$ cat src/rtl/sccb_bus_arbiter.sv
// -----------------------------------------------------------------------------
// sccb_bus_arbiter
//
// Shares a single I2C/SCCB driver between NUM_REQ register-access clients
// (boot-time init sequencer, auto-exposure tuning, debug port, ...).
// Idle requests are granted round-robin. The winner's command is latched and
// handed to the driver. The arbiter then sequences the driver's load/complete
// handshake, captures read data and pulses a one-cycle acknowledge to the owner.
//
// Optional feature (macro SCCB_ARB_TIMEOUT_EN):
//   When the macro is defined, a watchdog counts clk cycles from grant through
//   LOAD and WAIT. When the count reaches TIMEOUT_CYCLES, the transaction is
//   abandoned and err/ack pulse together. When the macro is undefined, err is
//   tied to 0 and the arbiter waits indefinitely for the driver.
//
// Parameters:
//   NUM_REQ         number of requesting clients (2..8)
//   TIMEOUT_CYCLES  watchdog limit in clk cycles (timeout build only)
//
// Ports:
//   clk            system clock, rising edge
//   rst            asynchronous active-high reset
//   req            per-client request, held until ack
//   req_rw         per-client direction, 1 = read
//   req_data       client i in [16i+15:16i]: [15:8] reg addr, [7:0] wr data
//   grant          one-hot owner of the driver, 0 when idle
//   ack            one-cycle completion pulse to the owner
//   err            one-cycle timeout pulse, coincident with ack
//   rd_data        last read result
//   busy           FSM not in IDLE
//   drv_start      start/load request to the driver
//   drv_rw         latched direction to the driver
//   drv_data       latched address/data to the driver
//   drv_load_comp  driver accepted the command
//   drv_task_comp  driver finished the bus transaction
//   drv_rdata      driver read byte, valid with drv_task_comp
// -----------------------------------------------------------------------------
module sccb_bus_arbiter #(
  parameter int NUM_REQ        = 3,
  parameter int TIMEOUT_CYCLES = 65535
) (
  input  logic                   clk,
  input  logic                   rst,
  input  logic [NUM_REQ-1:0]     req,
  input  logic [NUM_REQ-1:0]     req_rw,
  input  logic [16*NUM_REQ-1:0]  req_data,
  output logic [NUM_REQ-1:0]     grant,
  output logic [NUM_REQ-1:0]     ack,
  output logic [NUM_REQ-1:0]     err,
  output logic [7:0]             rd_data,
  output logic                   busy,
  output logic                   drv_start,
  output logic                   drv_rw,
  output logic [15:0]            drv_data,
  input  logic                   drv_load_comp,
  input  logic                   drv_task_comp,
  input  logic [7:0]             drv_rdata
);

  localparam int PTR_W = (NUM_REQ > 1) ? $clog2(NUM_REQ) : 1;
  localparam logic [PTR_W:0] NUM_REQ_W = (PTR_W+1)'(NUM_REQ);

  if (NUM_REQ < 2 || NUM_REQ > 8 || TIMEOUT_CYCLES < 1) begin : g_param_check
    $error("sccb_bus_arbiter: parameter out of range");
  end

  typedef enum logic [1:0] {
    ST_IDLE,
    ST_LOAD,
    ST_WAIT,
    ST_RELEASE
  } state_e;

  state_e               state_q;
  logic [PTR_W-1:0]     ptr_q;
  logic [NUM_REQ-1:0]   grant_q;
  logic [NUM_REQ-1:0]   ack_q;
  logic                 drv_rw_q;
  logic [15:0]          drv_data_q;
  logic [7:0]           rd_data_q;

  // ---------------------------------------------------------------------------
  // Round-robin selection: first set req bit strictly after ptr_q, wrapping.
  // Scanning k = 1..NUM_REQ visits every client exactly once, so the previous
  // winner is considered last.
  // ---------------------------------------------------------------------------
  logic                 win_valid_d;
  logic [PTR_W-1:0]     win_idx_d;
  logic [PTR_W:0]       cand_sum;
  logic [NUM_REQ-1:0]   win_onehot_d;
  logic [15:0]          win_cmd_d;

  // NOTE: every signal assigned in always_comb gets a default at the top so
  // no path leaves it unassigned, which would otherwise infer a latch.
  always_comb begin
    win_valid_d = 1'b0;
    win_idx_d   = ptr_q;
    cand_sum    = '0;
    for (int k = 1; k <= NUM_REQ; k++) begin
      cand_sum = {1'b0, ptr_q} + (PTR_W+1)'(k);
      if (cand_sum >= NUM_REQ_W) cand_sum = cand_sum - NUM_REQ_W;
      if (!win_valid_d && req[cand_sum[PTR_W-1:0]]) begin
        win_valid_d = 1'b1;
        win_idx_d   = cand_sum[PTR_W-1:0];
      end
    end
  end

  assign win_onehot_d = NUM_REQ'(1) << win_idx_d;
  assign win_cmd_d    = req_data[{win_idx_d, 4'b0000} +: 16];

  // A normal completion: task_comp in WAIT, or both handshakes together in
  // LOAD. task_comp alone in LOAD is deliberately not a completion.
  logic done_ok;
  assign done_ok = ((state_q == ST_LOAD) && drv_load_comp && drv_task_comp) ||
                   ((state_q == ST_WAIT) && drv_task_comp);

  // Abandon the transaction on watchdog expiry (never fires without the macro).
  logic tmo_fire;

`ifdef SCCB_ARB_TIMEOUT_EN
  localparam int TMO_W = $clog2(TIMEOUT_CYCLES + 1);

  logic [TMO_W-1:0]   tmo_cnt_q;
  logic [NUM_REQ-1:0] err_q;

  // The counter is 0 in the first LOAD cycle. Firing at TIMEOUT_CYCLES-1 puts
  // RELEASE exactly TIMEOUT_CYCLES cycles after the grant.
  assign tmo_fire = ((state_q == ST_LOAD) || (state_q == ST_WAIT)) && !done_ok &&
                    (tmo_cnt_q >= TMO_W'(TIMEOUT_CYCLES - 1));

  always_ff @(posedge clk or posedge rst) begin
    if (rst) begin
      tmo_cnt_q <= '0;
      err_q     <= '0;
    end else begin
      err_q <= tmo_fire ? grant_q : '0;
      if ((state_q == ST_LOAD) || (state_q == ST_WAIT)) begin
        tmo_cnt_q <= tmo_cnt_q + TMO_W'(1);
      end else begin
        tmo_cnt_q <= '0;
      end
    end
  end

  assign err = err_q;
`else
  assign tmo_fire = 1'b0;
  assign err      = '0;
`endif

  // ---------------------------------------------------------------------------
  // Main FSM. grant, ack and the latched command are registered here.
  // ---------------------------------------------------------------------------
  // NOTE: sequential state is assigned with <= only, so every register samples
  // the values from before the edge, regardless of statement order.
  always_ff @(posedge clk or posedge rst) begin
    if (rst) begin
      state_q    <= ST_IDLE;
      ptr_q      <= PTR_W'(NUM_REQ - 1);
      grant_q    <= '0;
      ack_q      <= '0;
      drv_rw_q   <= 1'b0;
      drv_data_q <= '0;
      rd_data_q  <= '0;
    end else begin
      ack_q <= '0;
      unique case (state_q)
        ST_IDLE: begin
          if (win_valid_d) begin
            grant_q    <= win_onehot_d;
            drv_rw_q   <= req_rw[win_idx_d];
            drv_data_q <= win_cmd_d;
            ptr_q      <= win_idx_d;
            state_q    <= ST_LOAD;
          end
        end

        ST_LOAD, ST_WAIT: begin
          if (done_ok || tmo_fire) begin
            // A timed-out read leaves rd_data untouched.
            if (done_ok && drv_rw_q) rd_data_q <= drv_rdata;
            ack_q   <= grant_q;
            state_q <= ST_RELEASE;
          end else if ((state_q == ST_LOAD) && drv_load_comp) begin
            state_q <= ST_WAIT;
          end
        end

        ST_RELEASE: begin
          grant_q <= '0;
          state_q <= ST_IDLE;
        end

        default: state_q <= ST_IDLE;
      endcase
    end
  end

  assign grant     = grant_q;
  assign ack       = ack_q;
  assign rd_data   = rd_data_q;
  assign busy      = (state_q != ST_IDLE);
  assign drv_start = (state_q == ST_LOAD);
  assign drv_rw    = drv_rw_q;
  assign drv_data  = drv_data_q;

endmodule

$ cat config.mk
export PLATFORM = sky130hd
export DESIGN_NAME = sccb_bus_arbiter
export DESIGN_NICKNAME = d
export VERILOG_FILES = /design/src/rtl/sccb_bus_arbiter.sv
export SDC_FILE = /design/constraint.sdc
export NUM_CORES = 1
export LEC_CHECK = 0
export CAP_MARGIN = 40
export CELL_PAD_IN_SITES_DETAIL_PLACEMENT = 1
export CELL_PAD_IN_SITES_GLOBAL_PLACEMENT = 2
export CORE_MARGIN = 10
export CORE_UTILIZATION = 24
export DETAILED_ROUTE_END_ITERATION = 12
export PLACE_DENSITY_LB_ADDON = 0.1
export SYNTH_ARGS = -nofsm -noshare
export SYNTH_HDL_FRONTEND = slang
export SYNTH_SLANG_ARGS = --single-unit
$ cat constraint.sdc
create_clock -name clk -period 3 [get_ports clk]
set_input_delay 0.45 -clock clk [delete_from_list [all_inputs] [get_ports clk]]
set_output_delay 0.45 -clock clk [all_outputs]
set_load 0.01 [all_outputs]
Figure 1. Cells coloured by class.
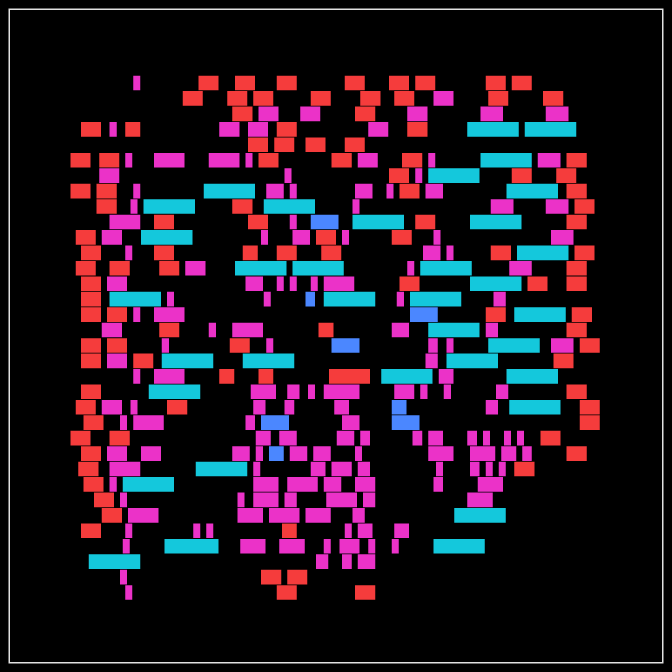
- cyan: flip-flops (cells 35; share of their area 27%)
- blue: clock drivers and dummy loads (cells 8; share of their area 2.8%)
- magenta: all other logic (cells 157; share of their area 37%)
- red: other buffers and delay cells (cells 105; share of their area 33%)

Figure 2. Sequential cells grouped by signal name.
Other sequential cells in the stronger grey, the rest of the logic in the fainter grey.
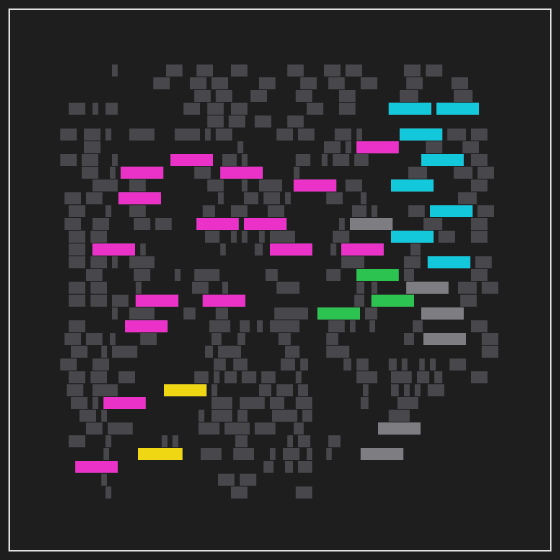
- green: grant (sequential cells 3)
- magenta: drv_data (sequential cells 16)
- cyan: rd_data (sequential cells 8)
- yellow: ptr_q (sequential cells 2)
flip-flop and latch power: 0.807 mW
proportion of cell area occupied by registers: 26.3%
sequential standard cell area: 877 um2

power by group through the flow:
stage	logic [mW]	registers, mW	clock network [mW]
3_5_place_dp	2.38	0.817	0
3_3_place_gp	2.37	0.813	0
6_report	2.33	0.807	0.353
4_1_cts	2.39	0.812	0.371
5_1_grt	2.58	0.841	0.389
2_1_floorplan	1.52	0.882	0
kinds of logic after synthesis:
kind of cell | synth area share (%)
compound gates | 19.3
fa+ha+maj | 4.64
buf+inv | 9.68
flops | 40.6
mux | 14.6
other cells | 0.174
simple gates | 11.0
registers in the layout, indices dropped and copies added (netlist names):
name and flops:
ptr_q 2, ack 3, rd_data 8, drv_rw 1, drv_data 16, grant 3
state_q 2
routing by layer:
metal  GRT usage (%)  routed length, um  up-vias
met2            16.9               3430       69
met3            5.31                694        7
met5               0                  0        -
met4            2.89                108        0
met1            11.9               2880      884
li1                -                  -      915
stage by stage:
stage	util (%)	area, um2	power (mW)
after floorplan	-	2170	2.40
after global placement	37.2	3240	3.18
after detailed placement	37.2	3240	3.20
after CTS	38.2	3330	3.57
after global routing	38.2	3330	3.81
final	38.2	3330	3.49
final cells by class:
cell class / instances / area, um2
Clock buffer: 5 / 68.8
Clock inverter: 3 / 20.0
Fill cell: 994 / 5390
Inverter: 26 / 97.6
Multi-Input combinational cell: 131 / 1090
Sequential cell: 35 / 877
Tap cell: 108 / 135
Timing Repair Buffer: 105 / 1050
critical path: stages (launching register included):
cell	delay, ps
dfstp_2	580
inv_1	70
ha_1	340
buf_4	200
nor3b_2	260
a21oi_2	110
nand2b_1	170
a31oi_2	210
buf_4	250
mux2i_1	270
o221ai_1	150
final timing paths:
path,endpoint,slack (ps),cells past startpoint
setup / recovery,drv_data[12],250,10
hold / removal,drv_data[14],500,2
setup reg to reg,drv_data[12],250,10
hold reg to reg,drv_data[14],500,2
max in group asynchronous,ptr_q[1],2090,3
min in group asynchronous,drv_data[9],550,3
layout by cell type, fill, tap and decap left out, types with 5 or more instances in the layout:
cell type        count
and2_1               5
buf_4                6
clkbuf_8             5
clkdlybuf4s50_1     98
dfrtp_1             34
ha_1                 8
inv_1               24
mux2_2               8
mux2i_1             18
nand2_1             23
nor2_1               6
o221ai_1             7
o221ai_2            10
==> results_dict.tcl <==
# metrics dict for downstream scripts
set metrics [dict create \
    die_x_um 115 \
    share_clk_of_total_power_pct 10.1 \
    worst_setup_hold_path_clk_slew_ps 80 \
    total_leakage_power_nw 1.45 \
    power_frac_comb_pct 66.7 \
    result_of_the_run "completed" \
    cts_root_buf "clkbuf_8" \
    fin_ws_ps 252 \
    wl_per_cell_um 17.2 \
    ant_nets 0 \
    finalNetCount 378 \
    swShare_pct 42.9 \
    chip_area_in_the_yosys_report_mm2 0.00216 \
    routabilityCongestion 0.881 \
    synth-seq-cells 35 \
    dieHeight_um 115 \
    syn_area_mm2 0.00216 \
    antenna_found_initial 0 \
    power_frac_seq_pct 23.2 \
    crit_fanout 11 \
    syn2layout_area_growth_pct 54.3 \
    stage_log_warnings 33 \
    dpl.cell_count 405 \
    commonest_flop "dfrtp_1" \
    topCellsByArea "dfrtp_1, mux2i_1, o221ai_2, ha_1, inv_1" \
    cell_internal_pwr_mw 1.99 \
    hold_slack_ps 500 \
    die_area_mm2 0.0132 \
    crit_arrival_ps 2910 \
    power_density_mw_per_mm2 1050 \
    route.detailed.drc 0 \
    dp_wirelength_um 5690 \
    grt-ovfl-total 0 \
    worst_clock_skew_ps 5.23 \
    post_layout_nonfiller_instances 413 \
    proportion_of_synthesized_flip_flops_having_asynchronous_set_or_reset_pct 100 \
    drt_pass1_iterations 4 \
    number_of_global_route_vias_before_repair 2077 \
    number_of_enable_flip_flop_cells 0 \
    critical_path_required_ps 3160 \
    critPathLaunch "ptr_q[1]" \
    numPortBuffers 98 \
    wl_um 7120 \
    cts_resized 0 \
    critPathKind "reg2reg" \
    post_synth_num_cell_types 48 \
    cts_buffers 5 \
    rsz0062_at_grt "no" \
    drv.max_cap_violation_count 0 \
    netlist.area_leader.share_pct 39.4 \
    ys_seq_share_pct 40.6 \
    crit_path_end_kind "flip-flop" \
    synthMostInstantiatedCell "dfrtp_1" \
    switching_power_mw 1.49 \
    synth_cells 202 \
    regToRegStartpoint "ptr_q[1]" \
    initial_utilization_pct 24.8 \
    syn-mean-instance-area_um2 10.7 \
    clock_path_buffers 2 \
    total_clock_sinks 35 \
    top_cells_by_count "dfrtp_1, inv_1, nand2_1" \
    finalWorstPathRequiredPeriod_ps 2750 \
    setup_violations 0 \
    worstSkewPairLatency_ps 290 \
]
Power and IR drop assume default switching activity.
